The metal 1 layer:
(2 px per um) Cells faint in the background.
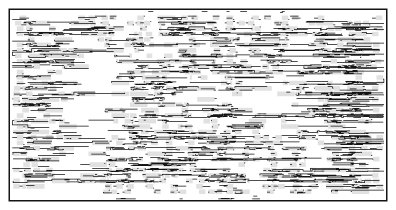
Signal wires on met2:
(3 px per um)
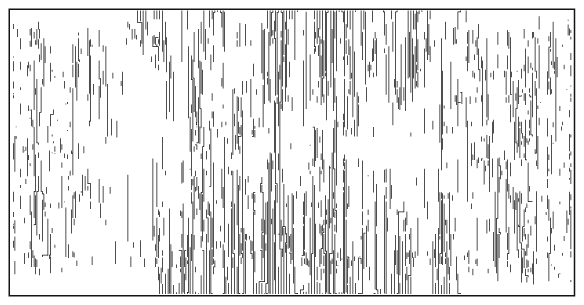
The metal 3 layer:
(2 px per um) Cells faint in the background.
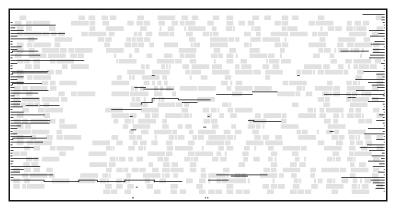
Ports around the boundary:
(3 px per um) Pins as bars across the die edge, other pins in grey.
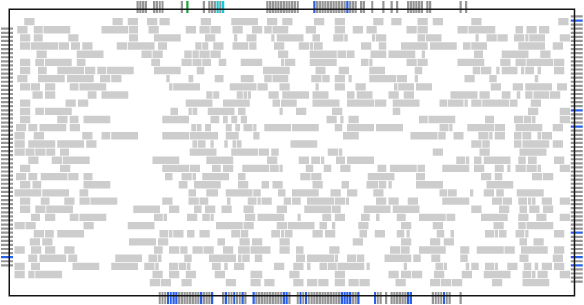
### config.mk
export PLATFORM = sky130hd
export DESIGN_NAME = xbus_arbiter_flat
export DESIGN_NICKNAME = d
export VERILOG_FILES = /design/src/rtl/xbus_arbiter_if.sv /design/src/rtl/xbus_arbiter.sv /design/src/flat_wrapper.sv
export SDC_FILE = /design/constraint.sdc
export NUM_CORES = 1
export LEC_CHECK = 0
export CELL_PAD_IN_SITES_DETAIL_PLACEMENT = 0
export CELL_PAD_IN_SITES_GLOBAL_PLACEMENT = 1
export CORE_ASPECT_RATIO = 0.5
export CORE_MARGIN = 1
export CORE_UTILIZATION = 28
export DETAILED_ROUTE_END_ITERATION = 7
export GPL_TIMING_DRIVEN = 1
export PLACE_DENSITY_LB_ADDON = 0.1
export SYNTH_ARGS = -nofsm -noshare
export SYNTH_HDL_FRONTEND = slang
export SYNTH_SLANG_ARGS = --single-unit
export TNS_END_PERCENT = 30
### constraint.sdc
create_clock -name clk -period 4.9 [get_ports clk]
set_input_delay 1.47 -clock clk [delete_from_list [all_inputs] [get_ports clk]]
set_output_delay 1.47 -clock clk [all_outputs]
set_load 0.03 [all_outputs]
### src/rtl/xbus_arbiter_if.sv
// xbus_arbiter_if: bundles the two master request ports, the shared
// read-data return and the xbus transfer signals.
//
// Handshake: a master raises mN_req with stable mN_we/mN_addr/mN_wdata and
// holds it until mN_done pulses for one cycle. mN_err and m_rdata are only
// meaningful in that done cycle. On the xbus side, xbus_as marks a live
// transfer. The slave answers with a one-cycle xbus_ack. xbus_hit reports the
// decoder hit while xbus_as is high.
interface xbus_arbiter_if;
    logic        m0_req;
    logic        m0_we;
    logic [31:0] m0_addr;
    logic [31:0] m0_wdata;
    logic        m0_done;
    logic        m0_err;
    logic        m1_req;
    logic        m1_we;
    logic [31:0] m1_addr;
    logic [31:0] m1_wdata;
    logic        m1_done;
    logic        m1_err;
    logic [31:0] m_rdata;
    logic        xbus_as;
    logic [31:0] xbus_addr;
    logic        xbus_we;
    logic [31:0] xbus_wdata;
    logic [31:0] xbus_rdata;
    logic        xbus_ack;
    logic        xbus_hit;

    // Requesting masters plus the addressed slave side.
    modport master (
        output m0_req, m0_we, m0_addr, m0_wdata,
        output m1_req, m1_we, m1_addr, m1_wdata,
        input  m0_done, m0_err, m1_done, m1_err, m_rdata,
        input  xbus_as, xbus_addr, xbus_we, xbus_wdata,
        output xbus_rdata, xbus_ack, xbus_hit
    );

    // The arbiter itself.
    modport slave (
        input  m0_req, m0_we, m0_addr, m0_wdata,
        input  m1_req, m1_we, m1_addr, m1_wdata,
        output m0_done, m0_err, m1_done, m1_err, m_rdata,
        output xbus_as, xbus_addr, xbus_we, xbus_wdata,
        input  xbus_rdata, xbus_ack, xbus_hit
    );
endinterface

### src/rtl/xbus_arbiter.sv
// xbus_arbiter: round-robin arbiter between two masters plus the xbus
// transfer sequencer. A granted transfer runs IDLE -> XFER (one or more
// cycles) -> RESP. It ends on ack, on a decode miss, or on timeout. Every
// output is a register or a decode of registered state.
module xbus_arbiter #(
    parameter int TIMEOUT = 16
) (
    input  logic          clk,
    input  logic          rst,
    xbus_arbiter_if.slave bus,
    output logic [1:0]    state_dbg
);

    localparam int CNT_W = $clog2(TIMEOUT + 1);
    localparam logic [CNT_W-1:0] CNT_LAST = CNT_W'(TIMEOUT - 1);

    typedef enum logic [1:0] {
        IDLE = 2'd0,
        XFER = 2'd1,
        RESP = 2'd2
    } state_t;

    state_t           state;
    state_t           next_state;
    logic             last;       // id of the most recently granted master
    logic             grant_sel;  // id to grant if IDLE sees a request
    logic             any_req;
    logic             timeout_hit;
    logic [CNT_W-1:0] cnt;
    logic             err_q;
    logic [31:0]      addr_q;
    logic             we_q;
    logic [31:0]      wdata_q;
    logic [31:0]      rdata_q;

    // State register.
    always_ff @(posedge clk or posedge rst) begin
        if (rst) begin
            state <= IDLE;
        end else begin
            state <= next_state;
        end
    end

    // Next-state logic and the round-robin grant choice.
    always_comb begin
        next_state  = state;
        any_req     = bus.m0_req | bus.m1_req;
        grant_sel   = (bus.m0_req && bus.m1_req) ? ~last : bus.m1_req;
        timeout_hit = (cnt == CNT_LAST);
        case (state)
            IDLE: begin
                if (any_req) next_state = XFER;
            end
            XFER: begin
                if (bus.xbus_ack || !bus.xbus_hit || timeout_hit) next_state = RESP;
            end
            RESP: begin
                next_state = IDLE;
            end
            default: begin
                next_state = IDLE;
            end
        endcase
    end

    // Grant bookkeeping, latched transfer fields, wait counter and response capture.
    always_ff @(posedge clk or posedge rst) begin
        if (rst) begin
            last    <= 1'b1;
            cnt     <= '0;
            err_q   <= 1'b0;
            addr_q  <= '0;
            we_q    <= 1'b0;
            wdata_q <= '0;
            rdata_q <= '0;
        end else begin
            case (state)
                IDLE: begin
                    if (any_req) begin
                        last    <= grant_sel;
                        cnt     <= '0;
                        addr_q  <= grant_sel ? bus.m1_addr  : bus.m0_addr;
                        we_q    <= grant_sel ? bus.m1_we    : bus.m0_we;
                        wdata_q <= grant_sel ? bus.m1_wdata : bus.m0_wdata;
                    end
                end
                XFER: begin
                    // cnt stops short of wrapping because XFER exits at TIMEOUT-1.
                    cnt <= cnt + CNT_W'(1);
                    if (bus.xbus_ack) begin
                        rdata_q <= bus.xbus_rdata;
                        err_q   <= 1'b0;
                    end else if (!bus.xbus_hit || timeout_hit) begin
                        rdata_q <= '0;
                        err_q   <= 1'b1;
                    end
                end
                default: begin
                end
            endcase
        end
    end

    // Outputs: registered fields plus decodes of state and the grant id.
    assign bus.xbus_as    = (state == XFER);
    assign bus.xbus_addr  = addr_q;
    assign bus.xbus_we    = we_q;
    assign bus.xbus_wdata = wdata_q;
    assign bus.m_rdata    = rdata_q;
    assign bus.m0_done    = (state == RESP) && !last;
    assign bus.m1_done    = (state == RESP) && last;
    assign bus.m0_err     = (state == RESP) && !last && err_q;
    assign bus.m1_err     = (state == RESP) && last && err_q;
    assign state_dbg      = state;

endmodule

### src/flat_wrapper.sv
// flat-port wrapper written by rule: the top's interface ports become plain ports
module xbus_arbiter_flat 
#(
    parameter int TIMEOUT = 16
)
  (clk, rst, state_dbg, bus_m0_req, bus_m0_we, bus_m0_addr, bus_m0_wdata, bus_m1_req, bus_m1_we, bus_m1_addr, bus_m1_wdata, bus_m0_done, bus_m0_err, bus_m1_done, bus_m1_err, bus_m_rdata, bus_xbus_as, bus_xbus_addr, bus_xbus_we, bus_xbus_wdata, bus_xbus_rdata, bus_xbus_ack, bus_xbus_hit);
  xbus_arbiter_if bus_i ();
  input  logic clk;
  input  logic rst;
  output logic [1:0] state_dbg;
  input wire logic [$bits(bus_i.m0_req)-1:0] bus_m0_req;
  input wire logic [$bits(bus_i.m0_we)-1:0] bus_m0_we;
  input wire logic [$bits(bus_i.m0_addr)-1:0] bus_m0_addr;
  input wire logic [$bits(bus_i.m0_wdata)-1:0] bus_m0_wdata;
  input wire logic [$bits(bus_i.m1_req)-1:0] bus_m1_req;
  input wire logic [$bits(bus_i.m1_we)-1:0] bus_m1_we;
  input wire logic [$bits(bus_i.m1_addr)-1:0] bus_m1_addr;
  input wire logic [$bits(bus_i.m1_wdata)-1:0] bus_m1_wdata;
  output wire logic [$bits(bus_i.m0_done)-1:0] bus_m0_done;
  output wire logic [$bits(bus_i.m0_err)-1:0] bus_m0_err;
  output wire logic [$bits(bus_i.m1_done)-1:0] bus_m1_done;
  output wire logic [$bits(bus_i.m1_err)-1:0] bus_m1_err;
  output wire logic [$bits(bus_i.m_rdata)-1:0] bus_m_rdata;
  output wire logic [$bits(bus_i.xbus_as)-1:0] bus_xbus_as;
  output wire logic [$bits(bus_i.xbus_addr)-1:0] bus_xbus_addr;
  output wire logic [$bits(bus_i.xbus_we)-1:0] bus_xbus_we;
  output wire logic [$bits(bus_i.xbus_wdata)-1:0] bus_xbus_wdata;
  input wire logic [$bits(bus_i.xbus_rdata)-1:0] bus_xbus_rdata;
  input wire logic [$bits(bus_i.xbus_ack)-1:0] bus_xbus_ack;
  input wire logic [$bits(bus_i.xbus_hit)-1:0] bus_xbus_hit;
  assign bus_i.m0_req = bus_m0_req;
  assign bus_i.m0_we = bus_m0_we;
  assign bus_i.m0_addr = bus_m0_addr;
  assign bus_i.m0_wdata = bus_m0_wdata;
  assign bus_i.m1_req = bus_m1_req;
  assign bus_i.m1_we = bus_m1_we;
  assign bus_i.m1_addr = bus_m1_addr;
  assign bus_i.m1_wdata = bus_m1_wdata;
  assign bus_m0_done = bus_i.m0_done;
  assign bus_m0_err = bus_i.m0_err;
  assign bus_m1_done = bus_i.m1_done;
  assign bus_m1_err = bus_i.m1_err;
  assign bus_m_rdata = bus_i.m_rdata;
  assign bus_xbus_as = bus_i.xbus_as;
  assign bus_xbus_addr = bus_i.xbus_addr;
  assign bus_xbus_we = bus_i.xbus_we;
  assign bus_xbus_wdata = bus_i.xbus_wdata;
  assign bus_i.xbus_rdata = bus_xbus_rdata;
  assign bus_i.xbus_ack = bus_xbus_ack;
  assign bus_i.xbus_hit = bus_xbus_hit;
  xbus_arbiter #(.TIMEOUT(TIMEOUT)) u_core (.clk(clk), .rst(rst), .bus(bus_i), .state_dbg(state_dbg));
endmodule
==> results_slide.txt <==
Physical Implementation Snapshot

Status
  – Outcome: finished, final reports clean

Setup path
  – Worst-path fanout max: 11
  – Crit path capture: bus_xbus_as
  – CP max stage cell: clkdlybuf4s50_1
  – Worst flop-to-flop path endpoint: u_core.cnt[1]
  – Crit. End Element: output port
  – CP max stage delay: around 0.71 ns
  – Worst setup path startpoint: u_core.state_dbg[1]
  – CP Class: reg -> out
  – Crit path DRT: 3.43 ns
  – Setup slack, reg-to-reg: 2.43 ns

Floorplan
  – Die X: 188 um
  – DIE AREA: between 15,000 and 20,000 um2
  – Die Y: 95.0 um
  – Core Box Area: about 17,000 um2

STA
  – Post-layout min period: between 3 and 4 ns
  – Slew margin rel.: 32.9%
  – RSZ-0062 raised after global routing: false
  – Post-route setup slack: around 1.4 ns
  – Share of the clock period used by the worst path: a little under three quarters
  – Hold Vio Cnt, Final: 0
  – Transition time of the tightest slew-check pin: between 1 and 1.5 ns
  – Final slew viol count: 0
  – WHS: slightly above 0.5 ns

Yosys
  – Post-synthesis sequential area ratio: ~55%
  – Cell taking the most area after synthesis: dfrtp_1
  – Top logic family: AND-OR/OR-AND gates
  – Yosys warning count: 0
  – Mapped cell area: ~4800 um2
  – Yosys xor share: less than 1%
  – Synth async-reset ratio: 100%
  – Synth flops: 106
  – Count leader, synth: dfrtp_1
  – Yosys Chip Area: about 4800 um2
  – Adder share: less than 1%
  – Top cells, area: dfrtp_1 54%, a211oi_1 10%, a2bb2oi_1 8.7%

Detailed routing
  – DRC: 0
  – Routed Antenna Nets: 0
  – Vias per cell: about 4.9
  – Iter 0 DRT Violations: around 180

CTS
  – CTS H-tree lvls: 3
  – Post-CTS Resized: 0
  – CTS Buffer Depth: 2
  – CTS tree: done

Placement
  – Detailed placement HPWL: between 10,000 and 15,000 um
  – Place WS: 1.05 ns
  – RePlAce Congestion: about 0.76
  – Post-DP Area: between 7000 and 8000 um2

Final layout
  – Layout cell share with drive strength beyond 1: approximately 7.7%
  – Ant diodes: 0
  – # fillers: about 1,600
  – Most frequent cells in the layout: 271 x clkdlybuf4s50_1, 105 x dfrtp_1, 70 x nand2_1
  – Design Area, Final: ~8000 um2
  – Area growth from synthesis to layout: 65.1%
  – Fin nets: roughly 840

Global route
  – First-pass GRT wire length: between 20,000 and 30,000 um
  – Vias in the first global route: 4,511
  – Initial antenna violation count: 0
  – Grt ovf: 0

Hold path
  – Hold Path Depth: 1
  – Worst hold start: u_core.bus.m_rdata[14]
  – Hold crit path type: reg -> reg

Power
  – Clock Power: ~0.73 mW
  – Internal power: 3.13 mW
  – Comb pwr: ~3.2 mW
  – Power Dens Cells: 687 nW/um2
  – Total power: around 5.5 mW

Job
  – Tool warnings: 26
## Picture notes: 'the metal 1 layer'
longest straight run: 38.6 um
wire length on this layer: 7,430 um
main direction: horizontal
nets with wire on the layer: 702
share of all routed wire: 45%
Post-Route WL: 16,500 um
met1 usage: 24.0%

## Picture notes: 'signal wires on met2'
nets with wire on the layer: 712
main direction: vertical
wire length on this layer: 7,710 um
met2 global-route usage: 30.6%
via count: 4,432

## Picture notes: 'the metal 3 layer'
nets with wire on the layer: 139
wire length on this layer: 1,100 um
longest straight run: 36.6 um

## Picture notes: 'ports around the boundary'
legend:
  `bus_xbus_wdata`:
    colour: blue
    pins: 32
    direction: output
    edge: 23 south, 6 east, 2 north, 1 west
  `state_dbg`:
    colour: cyan
    pins: 2
    direction: output
    edge: north
  `bus_xbus_ack`:
    colour: green
    pins: 1
    direction: input
    edge: north
all pins by edge: 86 south, 66 east, 61 north, 59 west

worst max-delay path, delay by kind of cell (launching register included):
family,cells,cell delay [ns]
buf+inv,2,0.94
flops,1,0.41
simple gates,1,0.32
layer usage:
layer | track usage [%] | vias up | part of all wire [%]
met1 | 24.0 | 2175 | 45
met4 | 4.20 | 0 | 1.3
met5 | 0 | - | 0
met2 | 30.6 | 170 | 47
li1 | - | 2073 | -
met3 | 5.46 | 14 | 6.7
cell type report:
cell class	count	area (um2)	area share [%]
timing repair buffer	281	2800	35.0
sequential	106	2650	33.2
multi-input combinational	264	1950	24.3
tap	227	284	3.55
clock buffer	9	225	2.82
clock inverter	7	67.6	0.845
inverter	4	17.5	0.219
Power is estimated from default activity; no workload was simulated.
